`src/rtl/hazard_control_unit.sv`:
```
// hazard_control_unit: load-use stall, branch flush and debug halt control.
// Drives PC, IF/ID and ID/EX stall/flush strobes and keeps event counters.
module hazard_control_unit #(
  parameter int unsigned FLUSH_CYCLES = 1,
  parameter int unsigned CNT_W        = 16,
  parameter logic [1:0]  LSU          = 2'd1
) (
  input  logic             clk,
  input  logic             reset_n,
  input  logic [4:0]       id_rs1_addr_i,
  input  logic [4:0]       id_rs2_addr_i,
  input  logic             id_rs1_used_i,
  input  logic             id_rs2_used_i,
  input  logic [4:0]       ex_reg_wr_addr_i,
  input  logic             ex_reg_wr_sig_i,
  input  logic [1:0]       ex_data_dest_i,
  input  logic             ex_br_taken_i,
  input  logic             dbg_halt_i,
  input  logic             clr_cnt_i,
  output logic             pc_stall_o,
  output logic             if_id_stall_o,
  output logic             if_id_flush_o,
  output logic             id_ex_stall_o,
  output logic             id_ex_flush_o,
  output logic             dbg_halted_o,
  output logic [CNT_W-1:0] stall_cnt_o,
  output logic [CNT_W-1:0] flush_cnt_o
);

  typedef enum logic [1:0] {
    RUN    = 2'd0,
    DRAIN  = 2'd1,
    HALTED = 2'd2
  } state_t;

  localparam logic [1:0] FLUSH_LD = 2'(FLUSH_CYCLES);

  state_t           state;
  logic [1:0]       drain_cnt;
  logic [1:0]       shadow_cnt;
  logic [CNT_W-1:0] stall_cnt;
  logic [CNT_W-1:0] flush_cnt;
  logic             halted_q;

  logic br;
  logic shadow;
  logic hold;
  logic rs1_hit;
  logic rs2_hit;
  logic lu;
  logic stall;

  assign br      = ex_br_taken_i;
  assign shadow  = (shadow_cnt != 2'd0);
  assign hold    = (state != RUN);
  assign rs1_hit = id_rs1_used_i &&
                   (id_rs1_addr_i == ex_reg_wr_addr_i);
  assign rs2_hit = id_rs2_used_i &&
                   (id_rs2_addr_i == ex_reg_wr_addr_i);

  // Load in EX feeding ID; ignored while draining or in a branch shadow.
  assign lu = (state == RUN) && !shadow &&
              ex_reg_wr_sig_i &&
              (ex_data_dest_i == LSU) &&
              (ex_reg_wr_addr_i != 5'd0) &&
              (rs1_hit || rs2_hit);

  // A taken branch overrides any hold or load-use stall.
  assign stall = !br && (hold || lu);

  assign pc_stall_o    = reset_n && stall;
  assign if_id_stall_o = reset_n && stall && !shadow;
  assign if_id_flush_o = reset_n && (br || shadow);
  assign id_ex_stall_o = reset_n && stall;
  assign id_ex_flush_o = reset_n && br;

  assign dbg_halted_o = halted_q;
  assign stall_cnt_o  = stall_cnt;
  assign flush_cnt_o  = flush_cnt;

  // Debug halt FSM: drain three cycles, then freeze until released.
  always_ff @(posedge clk or negedge reset_n) begin
    if (!reset_n) begin
      state     <= RUN;
      drain_cnt <= 2'd0;
      halted_q  <= 1'b0;
    end else begin
      halted_q <= (state == HALTED);
      unique case (state)
        RUN: begin
          if (dbg_halt_i && !br) begin
            state     <= DRAIN;
            drain_cnt <= 2'd3;
          end
        end
        DRAIN: begin
          if (!dbg_halt_i) begin
            state <= RUN;
          end else if (br) begin
            drain_cnt <= 2'd3;
          end else if (drain_cnt == 2'd1) begin
            state     <= HALTED;
            drain_cnt <= 2'd0;
          end else begin
            drain_cnt <= drain_cnt - 2'd1;
          end
        end
        HALTED: begin
          if (!dbg_halt_i) state <= RUN;
        end
        default: state <= RUN;
      endcase
    end
  end

  // Extra IF/ID flush cycles covering fetches already in flight.
  always_ff @(posedge clk or negedge reset_n) begin
    if (!reset_n) begin
      shadow_cnt <= 2'd0;
    end else if (br) begin
      shadow_cnt <= FLUSH_LD;
    end else if (shadow) begin
      shadow_cnt <= shadow_cnt - 2'd1;
    end
  end

  // Saturating event counters; clear beats a same-cycle increment.
  always_ff @(posedge clk or negedge reset_n) begin
    if (!reset_n) begin
      stall_cnt <= '0;
      flush_cnt <= '0;
    end else if (clr_cnt_i) begin
      stall_cnt <= '0;
      flush_cnt <= '0;
    end else begin
      if (lu && !br && (stall_cnt != '1))
        stall_cnt <= stall_cnt + 1'b1;
      if (br && (flush_cnt != '1))
        flush_cnt <= flush_cnt + 1'b1;
    end
  end

endmodule
```
`config.mk`:
```
export PLATFORM = sky130hd
export DESIGN_NAME = hazard_control_unit
export DESIGN_NICKNAME = d
export VERILOG_FILES = /design/src/rtl/hazard_control_unit.sv
export SDC_FILE = /design/constraint.sdc
export NUM_CORES = 1
export LEC_CHECK = 0
export ABC_AREA = 1
export CAP_MARGIN = 20
export CORE_ASPECT_RATIO = 0.75
export CORE_MARGIN = 2
export CORE_UTILIZATION = 55
export DETAILED_ROUTE_END_ITERATION = 7
export MAX_ROUTING_LAYER = met4
export PLACE_DENSITY = 0.94
export SLEW_MARGIN = 10
export SYNTH_ARGS = -nofsm -noshare
export SYNTH_HDL_FRONTEND = slang
export SYNTH_SLANG_ARGS = --single-unit
```
`constraint.sdc`:
```
create_clock -name clk -period 3 [get_ports clk]
set_clock_uncertainty 0.15 [all_clocks]
set_input_delay 0.45 -clock clk [delete_from_list [all_inputs] [get_ports clk]]
set_output_delay 0.45 -clock clk [all_outputs]
set_load 0.05 [all_outputs]
```
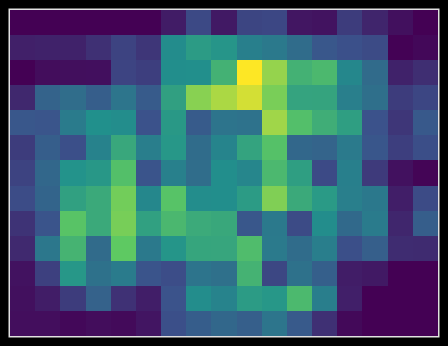
wire_density.png
The die is cut into 17 by 13 equal tiles; dark purple is low, yellow is high, scaled to the fullest tile. Values are wire area over tile area, all layers added.
fullest tile: 0.59
nearly empty tiles: 8.1%
emptiest ninth of the die: upper left

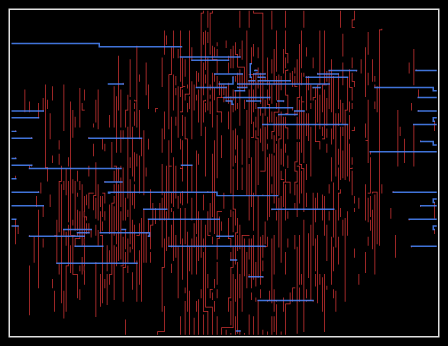
metal_stack.png
Two of the layers only.
| layer | color | wire length |
|---|---|---|
| met2 | red | 3380 µm |
| met3 | blue | 471 µm |

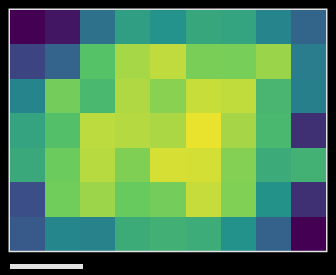
density.png
The bar under the picture is 20 µm long. The die is cut into 9 by 7 equal tiles; dark purple is low, yellow is high, 0 to 100% covered.
fullest tile: 97%
mean over tiles: 62%
tiles over 75% full: 43%
densest ninth of the die: center
nearly empty tiles: 3.2%
emptiest ninth of the die: upper left

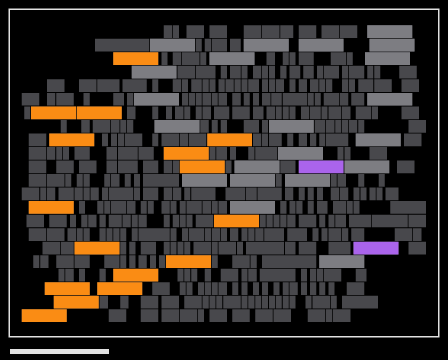
registers.png
The bar under the picture is 20 µm long. Other sequential cells in the stronger gray, the rest of the logic in the fainter gray.
| name in the netlist | color | sequential cells |
|---|---|---|
| stall_cnt_o | orange | 16 |
| shadow_cnt | purple | 2 |
not colored: 21

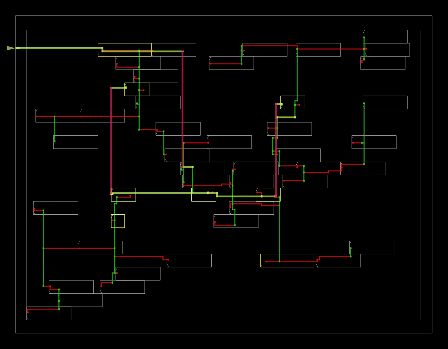
final_clocks.png
total clock network power: 529 µW
number of CTS-inserted buffers: 5
clk_buf instances: 5
Sinks on Clock Net: 39
clock latency reported for the late side of the worst-skew pair: 0.30 ns

==> out/results.txt <==
Final setup violation count - 0
Total gr overflow - 0
Top cells by area, synth - sky130_fd_sc_hd__dfrtp_1 35%, sky130_fd_sc_hd__nand2_1 13%, sky130_fd_sc_hd__inv_1 6.9%
Critical path fanouts, max - 4
GR Util All Layers - 26.8%
Final non-filler cell area - 0.00357 mm²
Height of the chip - 65.5 µm
Series of cell instances along the critical path - clkdlybuf4s50_1, inv_2, nand2_1, nand2_1, nor2_1, nand3_1, nand2_2, nand2_2, nand2_1, nand2_1, nor2_2, buf_12
TritonCTS clock tree - built
Routed length on met2 - 3.38 mm
Cycle use final - 92.4%
DR WL met3 - 471 µm
Library cell with the highest instance count after synthesis - sky130_fd_sc_hd__nand2_1
Initial Util - 57.0%
Final nets - 472
Die Span X - 86.1 µm
Final core utilization - 73.3%
Clock power share - 39.0%
Routed length on met1 - 2.98 mm
Top-level port count - 63
Final Wtd Congestion - 0.912
Outcome - completed
Sequential share of power - 42.2%
Most common library cells after synthesis - 98 x sky130_fd_sc_hd__nand2_1, 51 x sky130_fd_sc_hd__inv_1, 44 x sky130_fd_sc_hd__nor2_1, 39 x sky130_fd_sc_hd__dfrtp_1, 37 x sky130_fd_sc_hd__nand3_1
Largest area contributor in the netlist - sky130_fd_sc_hd__dfrtp_1
Worst R2R Start - flush_cnt_o[0]$_DFFE_PN0P_
Commonest register cell after synthesis - sky130_fd_sc_hd__dfrtp_1
Routed len/inst - 13.7 µm
Number of antenna diodes - 0
DR iter-0 viols - 244
Synth-to-Final Area Change - 28.6%
Power spent charging and discharging nets - 376 µW
Leakage power summed over all cells - 1.73 nW
Total wire length - 6.93 mm
Total cells reported by yosys after synthesis - 380
Vias per inst - 5.47
Hold Violations, Final - 0
Overall power consumption - 1.36 mW
CTS root buffer - sky130_fd_sc_hd__clkbuf_8
Worst R2R Setup Slack - 0.88 ns
Pwr per Cell Area - 380 mW/mm²
Category of the critical setup timing path - input port to output pin
Number of nets in the synthesized netlist - 409
Number of cells in the finished layout apart from fillers - 504
Count of input and output buffers - 62
Data required time of the critical path - 2.40 ns
CP delay by family, top - simple AND/OR/NAND/NOR gates
Instance tally after logic synthesis - 380
Core region area - 0.00487 mm²
Number of buffer and inverter instances along the worst setup path - 3
Crit. End Element - output pin
Vias in the first global route - 2590
Max incr delay on CP - 0.55 ns
Placed instance area - 0.00342 mm²
Std cell rows - 22
Max-cap violations - 0
Post-synth regs - 39
Uppermost signal routing layer after detailed routing - met4
Power share of the combinational group - 18.8%
Post-synthesis instance area - 0.00278 mm²
Initial antenna violation count - 0
Fin. max-slew vios - 0
Detailed placement HPWL - 5.08 mm
Clk pin slew, worst setup/hold paths - 0.09 ns
Antenna-violating nets left - 0
Most prevalent standard cell on the critical path - sky130_fd_sc_hd__nand2_1
Switching share of power - 27.7%
Fraction of registers with async set/reset - 100%
Final min period - 2.77 ns
Layout cells sized above 1 - 14.0%
EDFF count, synth - 0
Setup_tns - 0 ns
Cell count after placement - 495
Deepest clock path buffer count - 2
Launching element type of the critical path - input port
Setup repair after global routing missed its margin - no
First-pass GRT wire length - 11.6 mm
Unique cell type count in the Yosys netlist - 33
Number of H-tree branching levels - 2
Final routed DRC violation total - 0
Chip area from the yosys synthesis statistics - 0.00278 mm²
Pin count of the biggest net entering global routing - 36
Number of detailed-routing iterations run before antenna repair - 6
Endpoint arrival time on the critical path - 2.17 ns
Transition at the pin with the smallest max-transition slack - 0.647 ns
Via Count - 2755
Log Warnings - 26
Maximum resistive drop on vdd - 0.244 mV
Cell-internal power - 980 µW
Chip Footprint - 0.00564 mm²
Hold crit path type - register to register
Worst rel slew slack - 56.8%
Area share of the leading cell type in the synthesized netlist - 35.1%
Startpoint of the worst setup timing path - ex_reg_wr_addr_i[1]
Average cell area after synthesis - 7.31 µm²
Critical path's slowest cell - sky130_fd_sc_hd__clkdlybuf4s50_1
Start point of the worst hold path - shadow_cnt[0]$_DFFE_PN0N_
Max Clock Freq - 361 MHz
Sequential-to-total area share from yosys stat - 35.1%
Yosys warns - 0
## area by class of cell
class	instances	area, µm²
multi-input combinational	273	1500
inverter	58	218
tap	60	75.1
clock inverter	3	67.6
sequential	39	976
clock buffer	5	68.8
timing repair buffer	66	673
fill	370	1300
## cells by family (layout without fill, tap and decap cells)
logic type      Yosys count  after routing  share of synthesized area (%)
buf+inv                  68            132                           11.1
fa+ha+maj                 4              4                           1.80
simple gates            230            230                           41.7
xor+xnor                 15             15                           4.73
flops                    39             39                           35.1
compound gates           24             24                           5.54
## path summary, 6_finish.rpt
| check | to | cells after the start |
|---|---|---|
| max | id_ex_stall_o | 12 |
| min | shadow_cnt[0]$_DFFE_PN0N_ | 1 |
| max reg2reg | flush_cnt_o[5]$_DFFE_PN0P_ | 11 |
| min reg2reg | shadow_cnt[0]$_DFFE_PN0N_ | 1 |
| max in group asynchronous | stall_cnt_o[2]$_DFFE_PN0P_ | 3 |
| min in group asynchronous | flush_cnt_o[1]$_DFFE_PN0P_ | 3 |
## power groups by stage
stage / registers (mW) / clock network [mW] / logic [mW]
6_report: 0.572 / 0.529 / 0.255
5_1_grt: 0.575 / 0.559 / 0.280
4_1_cts: 0.571 / 0.534 / 0.255
3_5_place_dp: 0.581 / 0 / 0.249
3_3_place_gp: 0.578 / 0 / 0.240
2_1_floorplan: 0.590 / 0 / 0.141
## registers in the layout (all words and copies together) (netlist names)
register	flops
state	2
dbg_halted_o	1
shadow_cnt	2
drain_cnt	2
stall_cnt_o	16
flush_cnt_o	16
## repair_timing
action                     in CTS  in global routing
buffers inserted                0                  0
setup endpoints to repair       0                  2
hold endpoints to repair       13                  0
resized                         0                  1
hold buffers                    1                  0
## cell usage in the layout, fill, tap and decap left out, drive strengths merged
master and count:
xor2 11, a41oi 1, clkinvlp 1, a21oi 6, xnor2 4, nand4 11
bufinv 2, clkdlybuf4s50 56, o31ai 3, nor3b 1, buf 9, clkbuf 5
nand3 49, nand2 107, nor3 10, o21ai 14, dfrtp 39, inv 58
nor2 52, ha 4, dlygate4sd3 1
## metrics by stage
step / setup slack (ns) / hold slack (ns)
global placement: 0.239 / 0.317
detailed placement: 0.132 / 0.314
floorplan: 0.166 / 0.00441
global route: 0.0169 / 0.387
finish: 0.228 / 0.364
CTS: 0.0965 / 0.367
## layer usage
metal | track usage, % | vias to the layer above
met5 | - | -
met4 | 6.75 | 0
met3 | 4.40 | 12
met2 | 44.9 | 114
met1 | 34.1 | 1300
li1 | - | 1329
Power and IR drop assume default switching activity.
